==> config.mk <==
export PLATFORM = sky130hd
export DESIGN_NAME = tsc_capture
export DESIGN_NICKNAME = d
export VERILOG_FILES = /design/src/rtl/tsc_capture.sv
export SDC_FILE = /design/constraint.sdc
export NUM_CORES = 1
export LEC_CHECK = 0
export CAP_MARGIN = 30
export CORE_MARGIN = 8
export CORE_UTILIZATION = 35
export CTS_BUF_LIST = sky130_fd_sc_hd__clkbuf_8
export CTS_CLUSTER_SIZE = 12
export DETAILED_ROUTE_END_ITERATION = 8
export PLACE_DENSITY = 0.54
export SKIP_CTS_REPAIR_TIMING = 1
export SLEW_MARGIN = 10
export SYNTH_ARGS = -nofsm -noshare
export SYNTH_HDL_FRONTEND = slang
export SYNTH_SLANG_ARGS = --single-unit
export TNS_END_PERCENT = 10
==> constraint.sdc <==
create_clock -name clk -period 3.8 [get_ports clk]
set_input_delay 0.95 -clock clk [delete_from_list [all_inputs] [get_ports clk]]
set_output_delay 0.95 -clock clk [all_outputs]
set_load 0.01 [all_outputs]
==> src/rtl/tsc_capture.sv <==
// tsc_capture: transient signal capture.
// Samples a handshaked ADC into a DEPTH-entry ring buffer. A strict
// unsigned crossing of `thresh` marks the trigger sample. POST more samples
// are taken, the frame is frozen (`cd`), and on `sbf` it is shifted out
// serially on `sd`/`sd_valid`, oldest sample first, MSB first.
//
// Optional build macro: TSC_TIMESTAMP_EN. When defined, the serial frame is
// preceded by the TS_W-bit trigger timestamp, MSB first.
//
// ADC handshake: `adc_req` is a one-cycle pulse. After a request the block
// waits, and the first cycle with `adc_rdy`=1 transfers `adc_dat`. The next
// request (if any) is raised on the cycle right after that transfer.
// `adc_rdy` while no request is outstanding is ignored.
module tsc_capture #(
  parameter int DATA_W = 8,
  parameter int DEPTH  = 16,
  parameter int POST   = 8,
  parameter int TS_W   = 32
) (
  input  logic              clk,
  input  logic              reset,
  input  logic              start,
  input  logic              sbf,
  input  logic [DATA_W-1:0] thresh,
  output logic              adc_req,
  input  logic              adc_rdy,
  input  logic [DATA_W-1:0] adc_dat,
  output logic              adc_rst,
  output logic              cd,
  output logic              trd,
  output logic [TS_W-1:0]   trig_ts,
  output logic              sd,
  output logic              sd_valid
);

  localparam int AW  = $clog2(DEPTH);
  localparam int PRE = DEPTH - POST - 1;
`ifdef TSC_TIMESTAMP_EN
  localparam int HDR_BITS = TS_W;
`else
  localparam int HDR_BITS = 0;
`endif
  localparam int FRAME_BITS = HDR_BITS + DEPTH * DATA_W;
  localparam int BW  = $clog2(FRAME_BITS + 1);
  localparam int BPW = (DATA_W > 1) ? $clog2(DATA_W) : 1;

  typedef enum logic [2:0] {
    S_IDLE,
    S_ARM,
    S_RUN,
    S_POST,
    S_DONE,
    S_SEND
  } state_t;

  state_t            state;
  logic [DATA_W-1:0] mem [DEPTH];
  logic [AW-1:0]     head;
  logic [AW-1:0]     cnt;
  logic              waiting;
  logic [TS_W-1:0]   timer;
  logic [AW-1:0]     rd_ptr;
  logic [BPW-1:0]    bit_pos;
  logic [BW-1:0]     bit_cnt;
  logic              sampling;
  logic              wr_en;
  logic              shift;
  logic              cur_bit;
`ifdef TSC_TIMESTAMP_EN
  localparam int TPW = (TS_W > 1) ? $clog2(TS_W) : 1;
  logic              in_hdr;
  logic [TPW-1:0]    hdr_pos;
`endif

  assign sampling = (state == S_ARM) || (state == S_RUN) || (state == S_POST);
  // A sample is accepted only while a request is outstanding.
  assign wr_en    = sampling && waiting && adc_rdy;
  // One frame bit leaves per cycle from the sbf cycle until the frame ends.
  assign shift    = ((state == S_DONE) && sbf) ||
                    ((state == S_SEND) && (bit_cnt != BW'(FRAME_BITS)));

  // Select the next frame bit: header bits first (if built in), then samples.
  always_comb begin
    cur_bit = mem[rd_ptr][bit_pos];
`ifdef TSC_TIMESTAMP_EN
    if (in_hdr) cur_bit = trig_ts[hdr_pos];
`endif
  end

  // Ring buffer storage; contents deliberately survive reset.
  always_ff @(posedge clk) begin
    if (wr_en) mem[head] <= adc_dat;
  end

  // Free-running timestamp counter.
  always_ff @(posedge clk or posedge reset) begin
    if (reset) timer <= '0;
    else       timer <= timer + 1'b1;
  end

  // Capture/send FSM with all outputs registered.
  always_ff @(posedge clk or posedge reset) begin
    if (reset) begin
      state    <= S_IDLE;
      head     <= '0;
      cnt      <= '0;
      waiting  <= 1'b0;
      adc_req  <= 1'b0;
      adc_rst  <= 1'b1;
      cd       <= 1'b0;
      trd      <= 1'b0;
      trig_ts  <= '0;
      sd       <= 1'b0;
      sd_valid <= 1'b0;
      rd_ptr   <= '0;
      bit_pos  <= '0;
      bit_cnt  <= '0;
`ifdef TSC_TIMESTAMP_EN
      in_hdr   <= 1'b0;
      hdr_pos  <= '0;
`endif
    end else begin
      adc_req <= 1'b0;
      adc_rst <= 1'b0;

      // The sample write always completes, whatever the state decision is.
      if (wr_en) head <= head + 1'b1;

      case (state)
        S_IDLE: begin
          cd  <= 1'b0;
          trd <= 1'b0;
          if (start) begin
            adc_rst <= 1'b1;
            head    <= '0;
            cnt     <= '0;
            waiting <= 1'b0;
            state   <= S_ARM;
          end
        end

        S_ARM: begin
          if (!waiting) begin
            // First request of a capture, one cycle after the adc_rst pulse.
            adc_req <= 1'b1;
            waiting <= 1'b1;
          end else if (adc_rdy) begin
            adc_req <= 1'b1;
            if (cnt == AW'(PRE - 1)) begin
              cnt   <= '0;
              state <= S_RUN;
            end else begin
              cnt <= cnt + 1'b1;
            end
          end
        end

        S_RUN: begin
          if (wr_en) begin
            adc_req <= 1'b1;
            if (adc_dat > thresh) begin
              trd     <= 1'b1;
              trig_ts <= timer;
              cnt     <= '0;
              state   <= S_POST;
            end
          end
        end

        S_POST: begin
          if (wr_en) begin
            if (cnt == AW'(POST - 1)) begin
              // Last sample: no further request; point the reader at the
              // slot after this write, which is the oldest sample.
              waiting <= 1'b0;
              cd      <= 1'b1;
              state   <= S_DONE;
              rd_ptr  <= head + 1'b1;
              bit_pos <= BPW'(DATA_W - 1);
              bit_cnt <= '0;
`ifdef TSC_TIMESTAMP_EN
              in_hdr  <= 1'b1;
              hdr_pos <= TPW'(TS_W - 1);
`endif
            end else begin
              cnt     <= cnt + 1'b1;
              adc_req <= 1'b1;
            end
          end
        end

        S_DONE: begin
          if (sbf) begin
            sd_valid <= 1'b1;
            state    <= S_SEND;
          end
        end

        S_SEND: begin
          if (bit_cnt == BW'(FRAME_BITS)) begin
            sd       <= 1'b0;
            sd_valid <= 1'b0;
            cd       <= 1'b0;
            trd      <= 1'b0;
            state    <= S_IDLE;
          end
        end

        default: state <= S_IDLE;
      endcase

      // Serialiser: emit the selected bit and step to the following one.
      if (shift) begin
        sd      <= cur_bit;
        bit_cnt <= bit_cnt + 1'b1;
`ifdef TSC_TIMESTAMP_EN
        if (in_hdr) begin
          if (hdr_pos == '0) in_hdr <= 1'b0;
          else               hdr_pos <= hdr_pos - 1'b1;
        end else
`endif
        if (bit_pos == '0) begin
          bit_pos <= BPW'(DATA_W - 1);
          rd_ptr  <= rd_ptr + 1'b1;
        end else begin
          bit_pos <= bit_pos - 1'b1;
        end
      end
    end
  end

endmodule

### Placement density heat map

Scale: 2 px per um. The die is cut into 18 by 18 equal tiles; white is low, dark blue is high, 0 to 100% covered.
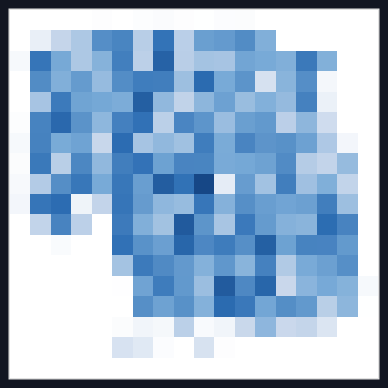
4.6% of the tiles are over 75% full. 33% of the tiles are nearly empty. The mean over all tiles is 33%.
Core ar.: 0.02778 mm^2
fp_density: 35.55%
Core Util, Final: 41.66%

### Metal 1

Scale: 1.5 px per um. Supply wires on this layer in grey.
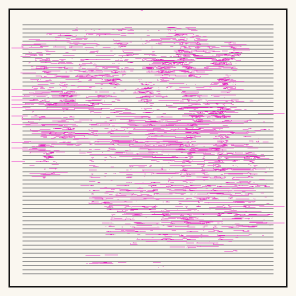
757 nets have wire on it. The layer carries 9340 um of wire.
met1 Usage GRT: 16.23%
Post-Route WL: 21990 um
via count: 5785

==> metrics.yaml <==
htreeDepth: 2
nonClkBufAreaFrac_pct: 6.422
grt_first_pass_wirelength_um: 34310
syn-num-nets: 712
dr.pass1.iters: 5
power_frac_clock_pct: 32.3
clk_share_pct: 6.584
finalMaxSlewViolations: 0
chip_area_mm2: 0.03385
warnings: 32
inverters: 25
num_tap_cells: 378
root_buffer: "clkbuf_8"
flop_area_mm2: 0.006274
ys_seq_share_pct: 63.50
p_switching_mw: 2.041
gp_congestion: 0.8099
antenna_found_initial: 0
ff_count: 225
dominant_cells: "sequential cells"
worst_pin_slew_ns: 0.7219
crit_fanout: 26
dp_hpwl_um: 14700
worstPathArrival_ns: 3.66
cts_buffers: 42
area_leaders: "edfxtp_1 39%, dfrtp_1 24%, mux2i_1 4.0%"
grt_pass1_vias: 6097
rows: 61
nNetsFinal: 802
p_int_mw: 4.468
largest_area_cell: "edfxtp_1"
overflow: 0
num_antenna_cells: 0
drv_cap: 0
critPathKind: "primary input to flip-flop"
hold_depth: 1
fin_worst_skew_ns: 0.03227
avgRoutedWirePerCell_um: 18.74
ys.flop_type: "edfxtp_1"
post_drt_via_cell_ratio: 4.932
cts_sinks: 225
timing.fmax_mhz: 308.7
clock_buffers: 44
die-height_um: 184.0
drtIter0Drc: 381
synth.most_common_cell: "edfxtp_1"
power_density_mw_per_mm2: 562.4
synth_top_area_share_pct: 38.92
top_cells_by_count: "128 x edfxtp_1, 96 x dfrtp_1, 39 x mux2i_1, 37 x nand2_1, 33 x mux2_2"
synth-edff-count: 128
setup_tns_ns: 0
io_buffers: 58
dp.cells: 1094
stdcell_count: 1173
slew_headroom_pct: 51.43
hold_ws_ns: 0.4686
syn_area_mm2: 0.009877
rsz0062_at_grt: "false"
ctsLongestPathBuffers: 3
grt_max_degree: 54
leakagePower_nw: 4.653
irDropWorstVdd_mv: 0.2008
cp_common_cell: "a221o_1"
yosys-stat-area_mm2: 0.009877
worst_ep_required_time_ns: 4.22
clk_pin_slew_worst_paths_ns: 0.06
worstPathCellList: "clkdlybuf4s50_1 -> ha_1 -> a21o_1 -> a221o_1 -> a221o_1 -> and4b_4 -> nand2_4 -> buf_12 -> mux2_2"
drtAntennaViolNets: 0
status: "complete, no violations"
synthArstFlopShare_pct: 43.11
synth_area_per_cell_um2: 14.72
cts_tree: "built"
yosysCellCount: 671
area_growth_pct: 17.18
worstRegToRegCells: 4
logic_area_mm2: 0.003226
period_used_pct: 85.25
ys_types: 63
power by group through the flow:
stage	logic (mW)	registers, mW	clock network [mW]
after global placement	1.34	3.05	0
after detailed placement	1.38	3.06	0
final	1.42	2.99	2.10
after floorplan	1.28	2.87	0
after global routing	1.58	3.01	2.28
after CTS	1.38	3.02	2.17
kinds of logic (layout without fill, tap and decap cells):
| family | after synthesis | count (layout) | synth area share [%] |
|---|---|---|---|
| compound gates | 90 | 90 | 6.195 |
| xor+xnor | 37 | 37 | 3.281 |
| fa+ha+maj | 20 | 20 | 2.534 |
| buf+inv | 51 | 175 | 3.838 |
| flops | 225 | 225 | 63.50 |
| mux | 90 | 90 | 12.20 |
| simple gates | 158 | 158 | 8.450 |
worst paths after layout:
path,startpoint,end,slack [ns]
worst max register to register,state[1]$_DFFE_PP0P_,mem[3][3]$_DFFE_PP_,1.19
worst min register to register,timer[31]$_DFF_PP0_,timer[31]$_DFF_PP0_,0.47
worst max-delay path,adc_dat[2],trig_ts[7]$_DFFE_PP0P_,0.56
worst min-delay path,timer[31]$_DFF_PP0_,timer[31]$_DFF_PP0_,0.47
min in group asynchronous,reset,trig_ts[6]$_DFFE_PP0P_,0.83
max in group asynchronous,reset,adc_rst$_DFF_PP1_,2.18
state kept, by name (all words and copies together), names as in the netlist:
register  count
mem         128
sd            1
adc_req       1
trd           1
adc_rst       1
cnt           4
bit_cnt       8
cd            1
timer        32
trig_ts      32
rd_ptr        4
bit_pos       3
state         3
waiting       1
sd_valid      1
head          4
critical path: cells and delay by family:
| kind | cells | cell delay (ns) |
|---|---|---|
| mux | 1 | 0.36 |
| compound gates | 3 | 0.90 |
| buf+inv | 2 | 0.82 |
| fa+ha+maj | 1 | 0.30 |
| simple gates | 2 | 0.30 |
cell usage in the layout (no fill, tap or decap), drive strengths merged, types with 4 or more instances in the layout:
master / netlist / routed
clkdlybuf4s50: 1 / 58
buf: 14 / 14
mux4: 17 / 17
and3: 8 / 8
dfrtp: 96 / 96
and2: 20 / 20
xnor2: 23 / 23
nand4: 10 / 10
and4: 5 / 5
nand2: 38 / 38
a31oi: 4 / 4
nand3: 24 / 24
o21ai: 18 / 18
nor3: 7 / 7
o31ai: 7 / 7
clkbuf: 10 / 44
nor2: 25 / 25
a21oi: 19 / 19
mux2: 34 / 34
mux2i: 39 / 39
inv: 25 / 44
edfxtp: 128 / 128
o41ai: 4 / 4
a22oi: 17 / 17
nor2b: 5 / 5
clkinv: 0 / 14
ha: 20 / 20
xor2: 14 / 14
through the flow:
| step | instance area, um^2 | power (mW) | worst slack [ns] |
|---|---|---|---|
| global route | 11570 | 6.870 | 0.5214 |
| CTS | 11550 | 6.563 | 0.5810 |
| floorplan | 9877 | 4.153 | 0.3179 |
| finish | 11570 | 6.509 | 0.5606 |
| global placement | 10780 | 4.391 | 0.04670 |
| detailed placement | 10780 | 4.437 | 0.01087 |
routing by layer:
| metal | vias up | track usage (%) | share of wire [%] |
|---|---|---|---|
| met5 | - | 0 | 0 |
| met4 | 0 | 4.873 | 2.4 |
| met3 | 36 | 2.826 | 5.1 |
| met2 | 164 | 22.08 | 50 |
| met1 | 2875 | 16.23 | 42 |
| li1 | 2710 | - | - |
Power and IR drop assume default switching activity.
